$ cat config.mk
export PLATFORM = sky130hd
export DESIGN_NAME = shift_arbiter
export DESIGN_NICKNAME = d
export VERILOG_FILES = /design/src/rtl/shift_arbiter.sv
export SDC_FILE = /design/constraint.sdc
export NUM_CORES = 1
export LEC_CHECK = 0
export CELL_PAD_IN_SITES_DETAIL_PLACEMENT = 0
export CELL_PAD_IN_SITES_GLOBAL_PLACEMENT = 2
export CORE_UTILIZATION = 13
export DETAILED_ROUTE_END_ITERATION = 10
export GPL_TIMING_DRIVEN = 0
export PLACE_DENSITY = 0.88
export SLEW_MARGIN = 20
export SYNTH_ARGS = -nofsm -noshare
export SYNTH_HDL_FRONTEND = slang
export SYNTH_SLANG_ARGS = --single-unit
$ cat constraint.sdc
create_clock -name clk -period 1.7 [get_ports clk]
set_input_delay 0.255 -clock clk [delete_from_list [all_inputs] [get_ports clk]]
set_output_delay 0.255 -clock clk [all_outputs]
set_load 0.03 [all_outputs]
$ cat src/rtl/shift_arbiter.sv
// shift_arbiter: two requesters share one combinational shifter.
// Requests are granted round-robin on ties. Each accepted result lands
// in a single-entry output register, which can be drained and reloaded
// in the same cycle.
module shift_arbiter #(
  parameter bit PRIO_RESET = 1'b0
) (
  input  logic        clk,
  input  logic        rst,
  input  logic        req0_valid,
  output logic        req0_ready,
  input  logic [31:0] req0_a,
  input  logic [31:0] req0_b,
  input  logic [1:0]  req0_h,
  input  logic        req1_valid,
  output logic        req1_ready,
  input  logic [31:0] req1_a,
  input  logic [31:0] req1_b,
  input  logic [1:0]  req1_h,
  output logic [31:0] sh_a,
  output logic [31:0] sh_b,
  output logic [1:0]  sh_h,
  input  logic [31:0] sh_result,
  output logic        rsp_valid,
  input  logic        rsp_ready,
  output logic [31:0] rsp_data,
  output logic        rsp_id
);

  typedef enum logic {
    EMPTY = 1'b0,
    FULL  = 1'b1
  } state_t;

  state_t      state;
  state_t      state_next;
  logic        last_grant;
  logic        any_valid;
  logic        grant;
  logic        can_accept;
  logic        accept;
  logic [31:0] rsp_data_q;
  logic        rsp_id_q;

  // Pick a winner: a lone requester wins; on a tie the port that did not win last time goes
  always_comb begin
    any_valid = req0_valid | req1_valid;
    grant     = 1'b0;
    if (req0_valid && req1_valid) begin
      grant = ~last_grant;
    end else if (req1_valid) begin
      grant = 1'b1;
    end
  end

  // Accept when the buffer is free or being drained this cycle; reset blocks any handshake
  always_comb begin
    can_accept = ~rst & ((state == EMPTY) | rsp_ready);
    accept     = can_accept & any_valid;
    req0_ready = accept & ~grant;
    req1_ready = accept & grant;
  end

  // Steer the winner's operands to the shared shifter, zeros when nobody is asking
  always_comb begin
    sh_a = '0;
    sh_b = '0;
    sh_h = '0;
    if (any_valid) begin
      if (grant) begin
        sh_a = req1_a;
        sh_b = req1_b;
        sh_h = req1_h;
      end else begin
        sh_a = req0_a;
        sh_b = req0_b;
        sh_h = req0_h;
      end
    end
  end

  // Output buffer occupancy: a new accept always fills, otherwise a drain empties
  always_comb begin
    state_next = state;
    if (accept) begin
      state_next = FULL;
    end else if (rsp_ready) begin
      state_next = EMPTY;
    end
  end

  // Occupancy register
  always_ff @(posedge clk) begin
    if (rst) begin
      state <= EMPTY;
    end else begin
      state <= state_next;
    end
  end

  // Capture the shifter result and remember who won, but only on a real handshake
  always_ff @(posedge clk) begin
    if (rst) begin
      rsp_data_q <= '0;
      rsp_id_q   <= 1'b0;
      last_grant <= ~PRIO_RESET;
    end else if (accept) begin
      rsp_data_q <= sh_result;
      rsp_id_q   <= grant;
      last_grant <= grant;
    end
  end

  assign rsp_valid = (state == FULL);
  assign rsp_data  = rsp_data_q;
  assign rsp_id    = rsp_id_q;

endmodule

==> reports/metrics.cfg, run 1 <==
[route]
met3WireLength_mm = 1.40
drt-met1-wl_mm = 5.42
drc_errors = 52
drt_iter0_drc = 160
top_layer = met4
via_per_inst = 4.11
ant_nets = 0

[setup_path]
path_class = flop to output port
worstSetupEndpoint = sh_b[1]
crit_buf_inv = 4
critPathArrivalTime_ps = 1490
max_stage_delay_ps = 340
crit_fanout = 10
worstPathRequired_ps = 1440
endpoint_kind = output port
critical_path_depth = 6
crit_chain = a21boi_4 -> buf_4 -> clkbuf_16 -> buf_8 -> o21ai_0 -> buf_4
r2r_end = rsp_data[7]
critical_path.top_delay_family = buffers and inverters
start_kind = flop
rrSetupSlack_ps = 350
worstSetupStartpoint = last_grant

[status]
status = complete, but fails checks
violations = DRC, setup timing

[synthesis]
simple_gate_share_pct = 32.7
synth.yosys.warnings = 0
ys_top_logic_family = simple AND/OR/NAND/NOR gates
synth-seq-cells = 35
ys_types = 21
ys_sh_aoi_pct = 28.7
xor_share_pct = 0
synth.avg_cell_area_sq_um = 6.34
adder_share_pct = 0
yosys_area_sq_um = 2420
syn_area_sq_um = 2420
ys_sh_mux_pct = 0
ys_seq_share_pct = 29.0
syn_inst = 381
yosys_cells = 381

[layout]
logic_area_sq_um = 1780
layout.nets = 841
n_sequential_cell = 35
n_fill_cell = 1966
clock_area_share_pct = 2.16
clkbuf_count = 5
comb_cells = 305
sh_seq_area_pct = 11.4
buf_share_pct = 52.7
layout-drive-gt1-share_pct = 27.3
final_cells = 900
largest_reg_flops = 32
inverters = 1
largestClassByArea = buffers
non_clock_buffer_count = 324
comb_share_pct = 29.0
flop_area_sq_um = 702
lay_top_count = clkdlybuf4s50_1
design_area_sq_um = 6130
antenna_cells = 0
most-common-layout-cells = clkdlybuf4s50_1, nand2_1, buf_4

[sta]
hold_viol_final = 0
drv_slew = 0
min_period_ps = 1740
period_used_pct = 102
fin_ws_ps = -41.2
tns_ps = -709
fmax_mhz = 574
finalSetupViolations = 43
clock-skew-final_ps = 3.15

[placed_design]
dp.cells = 878
portBuffers = 268
dpl_cell_area_sq_um = 5400
globalplace.congestion = 0.730

[global_route]
grt_overflow = 0
grt.busiest_layer = met2
grt_pass1_vias = 3712
grt_max_degree = 16
grtUsageMet2_pct = 24.5

[clock_network]
clock-sinks = 35
postCtsSetupBuffers = 10
cts.clk_slew.worst_paths_ps = 50
cts_max_level = 2
clkLatencyLatePin_ps = 270
cts_root_buf = clkbuf_16
cts_hold_buf = 0

[power]
internal_power_uw = 2360
clockPowerShare_pct = 23.2
power_frac_seq_pct = 24.8
ir_worst_vdd_uv = 389
p_sw_uw = 1300
power.leakage_uw = 0.00247
pwr-share-comb_pct = 51.9
total_power_uw = 3660

[floorplanning]
die_h_um = 138
fp_util_pct = 13.4
core-area_sq_um = 18100
die_x_um = 138

[hold_path]
hold_path_class = input port to flop

## run 1: how the worst min path moves through the flow
stage / startpoint / to / cells past startpoint / slack, ps
after CTS: rst / rsp_data[14] / 2 / 470
after detailed placement: rsp_data[0] / rsp_data[0] / 2 / 470
after floorplan: sh_result[0] / rsp_data[0] / 2 / 410
final: rst / rsp_data[12] / 2 / 460
after global placement: rsp_data[21] / rsp_data[21] / 2 / 460
after global routing: rst / rsp_data[14] / 2 / 500
## run 1: power by group through the flow
stage                     Sequential (uW)  Combinational (uW)  Clock [uW]
after floorplan                      1030                 660           0
after global placement                925                1670           0
after detailed placement              925                1670           0
after CTS                             909                1740         888
after global routing                  916                2020         914
final                                 908                1900         851
## run 1: Yosys cell counts
| master | count | area share (%) |
|---|---|---|
| a21boi_4 | 1 | 0.78 |
| a21oi_1 | 33 | 6.8 |
| a221o_1 | 1 | 0.41 |
| a31o_2 | 1 | 0.36 |
| and2b_1 | 1 | 0.31 |
| and3_4 | 1 | 0.47 |
| buf_2 | 8 | 1.7 |
| buf_4 | 4 | 1.2 |
| buf_6 | 6 | 2.8 |
| clkbuf_1 | 15 | 2.3 |
| clkbuf_2 | 7 | 1.4 |
| dfxtp_1 | 35 | 29 |
| inv_1 | 1 | 0.16 |
| nand2_1 | 133 | 21 |
| nand2b_1 | 1 | 0.26 |
| nand3b_1 | 32 | 9.9 |
| nor2_4 | 1 | 0.47 |
| nor2b_1 | 1 | 0.26 |
| nor4b_1 | 1 | 0.36 |
| o21ai_0 | 95 | 20 |
| o21ai_1 | 3 | 0.62 |
## run 1: metrics by stage
stage / hold WS (ps) / worst slack (ps)
2_1_floorplan: 415 / 60.1
3_3_place_gp: 462 / -1220
3_5_place_dp: 468 / -1240
4_1_cts: 473 / -92.6
5_1_grt: 498 / -116
6_report: 459 / -41.2
Figure 1. Signal wires on met3 (run 1).
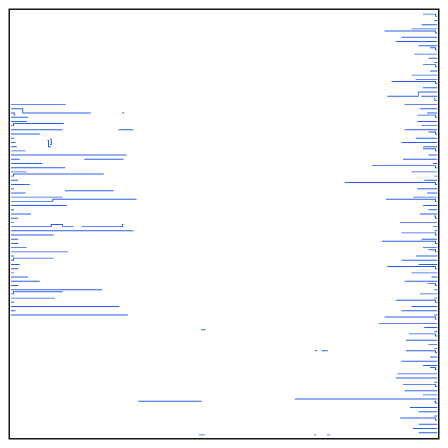
nets with wire on the layer = 159
share of all routed wire = 10%
main direction = horizontal
met3 GRT Util: 4.47%
final WL: 13.9 mm
DR vias: 3695

Figure 2. Wire density map (run 1).
The die is cut into 28 by 28 equal tiles; dark blue is low, red is high, scaled to the fullest tile. Values are wire area over tile area, all layers added.
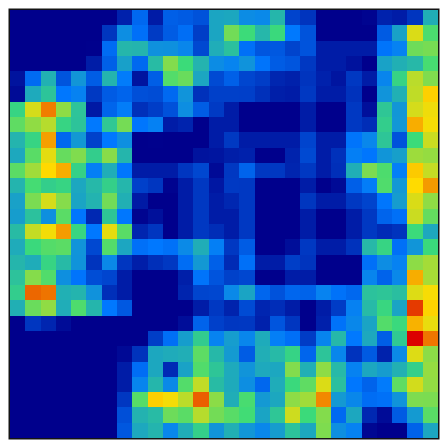
nearly empty tiles = 21%
fullest tile = 0.49
tiles over half the peak = 15%
Wirelength per Cell: 15.4 um
GRT Total Usage: 13.6%

Figure 3. Signal wires on met1 (run 1).
Scale bar: 50 um. Supply wires on this layer in gray.
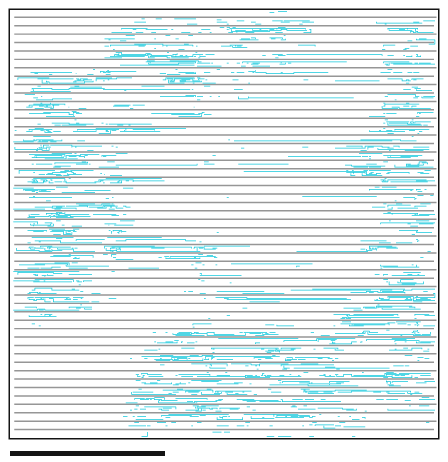
wire length on this layer = 5420 um
longest straight run = 51.1 um
nets with wire on the layer = 716
routing usage on met1: 15.6%

## Run 2: what changed since run 1
--- a/config.mk
+++ b/config.mk
@@ -8,6 +8,7 @@
 export CELL_PAD_IN_SITES_DETAIL_PLACEMENT = 0
 export CELL_PAD_IN_SITES_GLOBAL_PLACEMENT = 2
 export CORE_UTILIZATION = 13
+export CTS_BUF_LIST = sky130_fd_sc_hd__clkbuf_4 sky130_fd_sc_hd__clkbuf_8 sky130_fd_sc_hd__clkbuf_16
 export DETAILED_ROUTE_END_ITERATION = 10
 export GPL_TIMING_DRIVEN = 0
 export PLACE_DENSITY = 0.88
==> run 2 against run 1 <==
Against the previous run: the run still ends with DRC, setup timing left; sequential cell count is the same; maximum frequency is the same; global-route usage is the same; clock power is essentially flat; sequential power is essentially flat; die size is the same; hold slack is the same; critical path depth is the same; cell area is the same; setup slack is the same; clock-buffer cell count is the same; non-clock buffer count is the same.
==> reports/metrics.cfg, run 2 <==
[power]
power.leakage_uw = 0.00247
ir_worst_vdd_uv = 389
p_per_area_nw_per_um2 = 597
total_power_uw = 3660

[sta]
worstMarginPinSlew_ps = 566
period_used_pct = 102
drv_slew = 0
relSlewSlack_pct = 62.3
clock-skew-final_ps = 3.15
grt_setup_unrepaired = yes
fmax_mhz = 574
fin_ws_ps = -41.2
min_period_ps = 1740
tns_ps = -709
finalSetupViolations = 43
hold_viol_final = 0

[floorplanning]
fp_util_pct = 13.4
die_area_sq_um = 19100
num_io_pins = 271
placementRows = 49
die_x_um = 138
core-area_sq_um = 18100
die_h_um = 138

[global_route]
grt_pass1_wl_mm = 20.8
grt_overflow = 0
grt_pass1_vias = 3712
grt_max_degree = 16
grtUsageTotal_pct = 13.6
antenna_found_initial = 0

[status]
status = complete, but fails checks
violations = DRC, setup timing

[synthesis]
syn_area_sq_um = 2420
synth.yosys.warnings = 0
ys_seq_share_pct = 29.0
async_reset_ff_share_pct = 0
fp_nets = 550
yosys_area_sq_um = 2420
synth-seq-cells = 35
edf_count = 0
synth_top_area_share_pct = 29.0
synthFlopType = dfxtp_1
top_area_cell = dfxtp_1
area_leaders = dfxtp_1, nand2_1, o21ai_0
synth.top_cells.by_count = nand2_1, o21ai_0, dfxtp_1
synth.avg_cell_area_sq_um = 6.34
syn_inst = 381
synth.most_common_cell = nand2_1
ys_types = 21
yosys_cells = 381

[clock_network]
cts_hold_buf = 0
clkLatencyLatePin_ps = 270
cts.clk_slew.worst_paths_ps = 50
clockBufferDepth = 2
cts_max_level = 2
cts_root_buf = clkbuf_16
clock-sinks = 35
cts_tree = done
cts-buffers-inserted = 5

[layout]
lay_top_count = clkdlybuf4s50_1
layout.nets = 841
final_cells = 900
syn_to_final_growth_pct = 154
antenna_cells = 0
most-common-layout-cells = clkdlybuf4s50_1, nand2_1, buf_4
layout-drive-gt1-share_pct = 27.3
largest_reg_flops = 32

[route]
drt-total-wl_mm = 13.9
drt_iter0_drc = 160
ant_nets = 0
top_layer = met4
met3WireLength_mm = 1.40
drc_errors = 52
drt-met1-wl_mm = 5.42
firstDrtPassIters = 7
routedWlPerCell_um = 15.4
via_per_inst = 4.11
wl_met2_mm = 6.93
vias = 3695

[setup_path]
max_stage_delay_ps = 340
crit_chain = a21boi_4 -> buf_4 -> clkbuf_16 -> buf_8 -> o21ai_0 -> buf_4
cpMaxStageDelayCell = dfxtp_2
crit_fanout = 10
crit_buf_inv = 4
crit_top_cell = buf_4
endpoint_kind = output port
worstPathRequired_ps = 1440
critical_path.top_delay_family = buffers and inverters
start_kind = flop
path_class = flop to output port
critPathArrivalTime_ps = 1490

[placed_design]
dp.cells = 878
dpl_worst_slack_ps = -1240
hpwl_mm = 10.2
globalplace.congestion = 0.730
portBuffers = 268

[job]
warnings = 28
max-cap-violations = 0

[hold_path]
hold_path_class = input port to flop

run 2: final timing paths:
kind | endpoint | cells past startpoint | slack (ps) | startpoint
worst min-delay path | rsp_data[12] | 2 | 460 | rst
worst max register to register | rsp_data[7] | 5 | 350 | rsp_valid
worst max-delay path | sh_b[1] | 6 | -40 | last_grant
worst min register to register | rsp_data[12] | 2 | 470 | rsp_data[12]
run 2: area by class of cell:
type	count	area, sq um
multi-input cells	305	1780
flip-flops and latches	35	702
clock inverters	1	7.51
repair buffers	288	2900
clock buffers	5	125
well taps	229	287
inverters	1	3.75
plain buffers	36	330
fillers	1966	12000
run 2: timing repair:
item                       in CTS  in global routing
gates resized                 516                123
pin swaps                       7                 19
setup buffers                  10                  2
setup endpoints to repair      68                 68
gates cloned                    2                  6
run 2: report_power, final:
part / switching (uW) / internal, uW
combinational: 946 / 957
sequential: 29.0 / 879
clock: 326 / 525
total: 1300 / 2360
run 2: through the flow:
stage               hold WS [ps]  instance area (sq um)  utilization (%)
floorplan                    415                   2430                -
global placement             462                   5400             29.9
detailed placement           468                   5400             29.9
CTS                          473                   5680             31.4
global route                 498                   6130             33.9
finish                       459                   6130             33.9
run 2: per-layer routing:
layer	global-route usage, %	up-vias
met5	0	-
met3	4.47	10
met2	24.5	170
met1	15.6	1645
met4	2.54	0
li1	-	1870
run 2: logic make-up after synthesis:
family	count (synthesis)	synth area share [%]
buffers and inverters	41	9.63
AND/OR/NAND/NOR	171	32.7
flip-flops	35	29.0
AND-OR/OR-AND	134	28.7
Figure 4. Signal wires on met1 (run 2).
Scale bar: 50 um. Supply wires on this layer in gray.
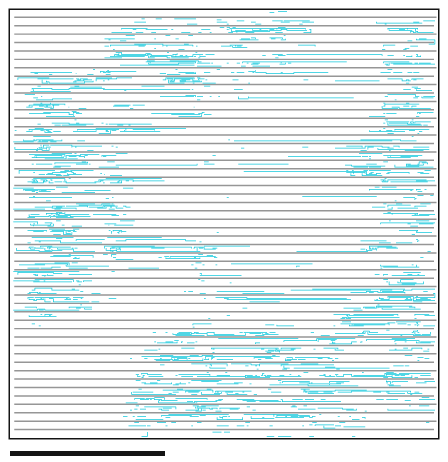
longest straight run = 51.1 um
nets with wire on the layer = 716
main direction = horizontal
share of all routed wire = 39%
wire length on this layer = 5420 um

Figure 5. Track usage over the die (run 2).
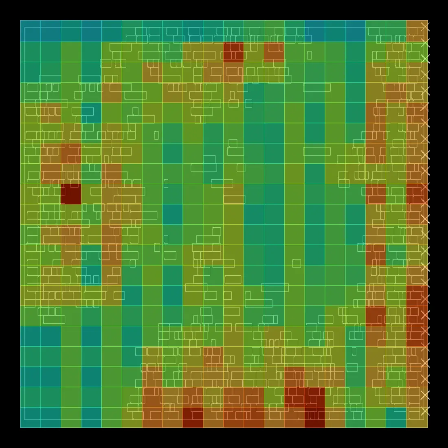
Final Util: 33.9%
met2 Use GR: 24.5%
GRT busiest layer: met2

## Run 3: what changed since run 2
--- a/config.mk
+++ b/config.mk
@@ -16,3 +16,4 @@
 export SYNTH_ARGS = -nofsm -noshare
 export SYNTH_HDL_FRONTEND = slang
 export SYNTH_SLANG_ARGS = --single-unit
+export TNS_END_PERCENT = 100
==> run 3 against run 2 <==
Against the previous run: sequential share of layout area stayed put; first-iteration DRC count stayed put; largest power group unchanged; global-route usage stayed put; critical path depth stayed put; clock power hardly changed; largest cell class unchanged; register-to-register slack hardly changed; via count stayed put; power stayed put; the run still ends with DRC, setup timing left; combinational power hardly changed; hold slack stayed put; clock-buffer cell count stayed put; highest routed layer unchanged; synthesized cell count stayed put.
==> reports/metrics.cfg, run 3 <==
[power]
p_per_area_nw_per_um2 = 597
ir_worst_vdd_uv = 389
power.leakage_uw = 0.00247
total_power_uw = 3660

[global_route]
globalRouteMet3Util_pct = 4.47
antenna_found_initial = 0
grt.busiest_layer = met2
grt_max_degree = 16
grt_pass1_vias = 3712
grt_pass1_wl_mm = 20.8
grt_overflow = 0
grt_use_met1_pct = 15.6
grtUsageTotal_pct = 13.6
grtUsageMet2_pct = 24.5

[route]
top_layer = met4
vias = 3695
routedWlPerCell_um = 15.4
drt-met1-wl_mm = 5.42
via_per_inst = 4.11
drc_errors = 52
met3WireLength_mm = 1.40
ant_nets = 0
drt_iter0_drc = 160
drt-total-wl_mm = 13.9
wl_met2_mm = 6.93
firstDrtPassIters = 7

[setup_path]
path_class = flop to output port
worstPathRequired_ps = 1440
endpoint_kind = output port
crit_fanout = 10
critPathArrivalTime_ps = 1490
start_kind = flop

[layout]
design_area_sq_um = 6130
most-common-layout-cells = clkdlybuf4s50_1, nand2_1, buf_4
antenna_cells = 0
lay_top_count = clkdlybuf4s50_1
layout-drive-gt1-share_pct = 27.3
largest_reg_flops = 32
syn_to_final_growth_pct = 154
layout.nets = 841
final_cells = 900
n_fill_cell = 1966

[synthesis]
ys_seq_share_pct = 29.0
synth.top_cells.by_count = nand2_1, o21ai_0, dfxtp_1
ys_types = 21
yosys_area_sq_um = 2420
yosys_cells = 381
area_leaders = dfxtp_1, nand2_1, o21ai_0
synth-seq-cells = 35
fp_nets = 550
synth.most_common_cell = nand2_1
synth.avg_cell_area_sq_um = 6.34
top_area_cell = dfxtp_1
async_reset_ff_share_pct = 0
synthFlopType = dfxtp_1
syn_inst = 381
synth_top_area_share_pct = 29.0
synth.yosys.warnings = 0
edf_count = 0
syn_area_sq_um = 2420

[clock_network]
clock-sinks = 35
cts_tree = done
clockBufferDepth = 2
cts_max_level = 2
cts_root_buf = clkbuf_16
cts.clk_slew.worst_paths_ps = 50
cts-buffers-inserted = 5
clkLatencyLatePin_ps = 270

[floorplanning]
die_area_sq_um = 19100
fp_util_pct = 13.4
die_x_um = 138
core-area_sq_um = 18100
num_io_pins = 271
placementRows = 49
die_h_um = 138

[sta]
period_used_pct = 102
fin_ws_ps = -41.2
worstMarginPinSlew_ps = 566
finalSetupViolations = 43
hold_viol_final = 0
grt_setup_unrepaired = yes
clock-skew-final_ps = 3.15
fin_hold_ws_ps = 459
relSlewSlack_pct = 62.3
fmax_mhz = 574
min_period_ps = 1740
drv_slew = 0

[placed_design]
portBuffers = 268
dpl_cell_area_sq_um = 5400
dpl_worst_slack_ps = -1240
dp.cells = 878
hpwl_mm = 10.2
globalplace.congestion = 0.730

[job]
warnings = 28
max-cap-violations = 0

[hold_path]
hold_path_class = input port to flop

[status]
violations = DRC, setup timing
status = complete, but fails checks

==> run 3: cell counts after synthesis <==
Identical to the previous run, type by type.
==> run 3: worst max-delay path, cell delays in order (launching register included) <==
cell and delay [ps]:
dfxtp_2 340, a21boi_4 60, buf_4 160, clkbuf_16 160, buf_8 140, o21ai_0 170
buf_4 190
==> run 3: power breakdown <==
| group | total [uW] | switching (uW) | internal (uW) |
|---|---|---|---|
| clock | 851 | 326 | 525 |
| sequential | 908 | 29.0 | 879 |
| combinational | 1900 | 946 | 957 |
==> run 3: path summary, 6_finish.rpt <==
check / depth (start not counted) / end / startpoint / slack, ps
setup / recovery: 6 / sh_b[1] / last_grant / -40
hold / removal: 2 / rsp_data[12] / rst / 460
setup reg to reg: 5 / rsp_data[7] / rsp_valid / 350
hold reg to reg: 2 / rsp_data[12] / rsp_data[12] / 470
==> run 3: area by class of cell <==
type	instances	area [sq um]	share of cell area [%]
Clock buffer	5	125	2.04
Multi-Input combinational cell	305	1780	29.0
Inverter	1	3.75	0.0612
Sequential cell	35	702	11.4
Tap cell	229	287	4.67
Timing Repair Buffer	288	2900	47.3
Clock inverter	1	7.51	0.122
Buffer	36	330	5.39
==> run 3: stage by stage <==
stage / utilization [%] / setup TNS (ps)
after global routing: 33.9 / -4720
after floorplan: - / 0
after global placement: 29.9 / -69570
after CTS: 31.4 / -4290
after detailed placement: 29.9 / -72490
final: 33.9 / -709
==> run 3: cells by family after synthesis <==
group	after synthesis	synth area share, %
buf+inv	41	9.63
simple gates	171	32.7
flops	35	29.0
compound gates	134	28.7
==> run 3: timing repair <==
item / in CTS / in global routing
gates cloned: 2 / 6
endpoints found under the setup margin: 68 / 68
buffers inserted: 10 / 2
gates resized: 516 / 123
pin swaps: 7 / 19
hold buffers: 0 / 0
Figure 6. Metal 2 (run 3).
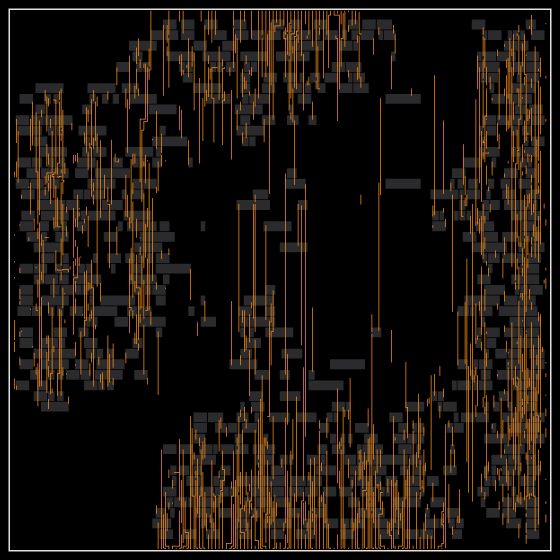
share of all routed wire = 50%
main direction = vertical
wire length on this layer = 6930 um

Figure 7. Wire density map (run 3).
The die is cut into 28 by 28 equal tiles; dark blue is low, red is high, scaled to the fullest tile. Values are wire area over tile area, all layers added.
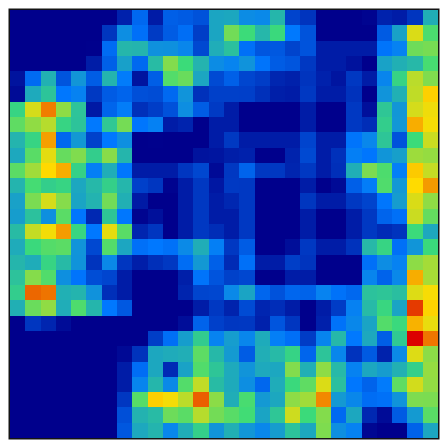
fullest tile = 0.49
nearly empty tiles = 21%
tiles over half the peak = 15%
mean over tiles = 0.12

No activity file was given, so power comes from the tool's default toggle rates.
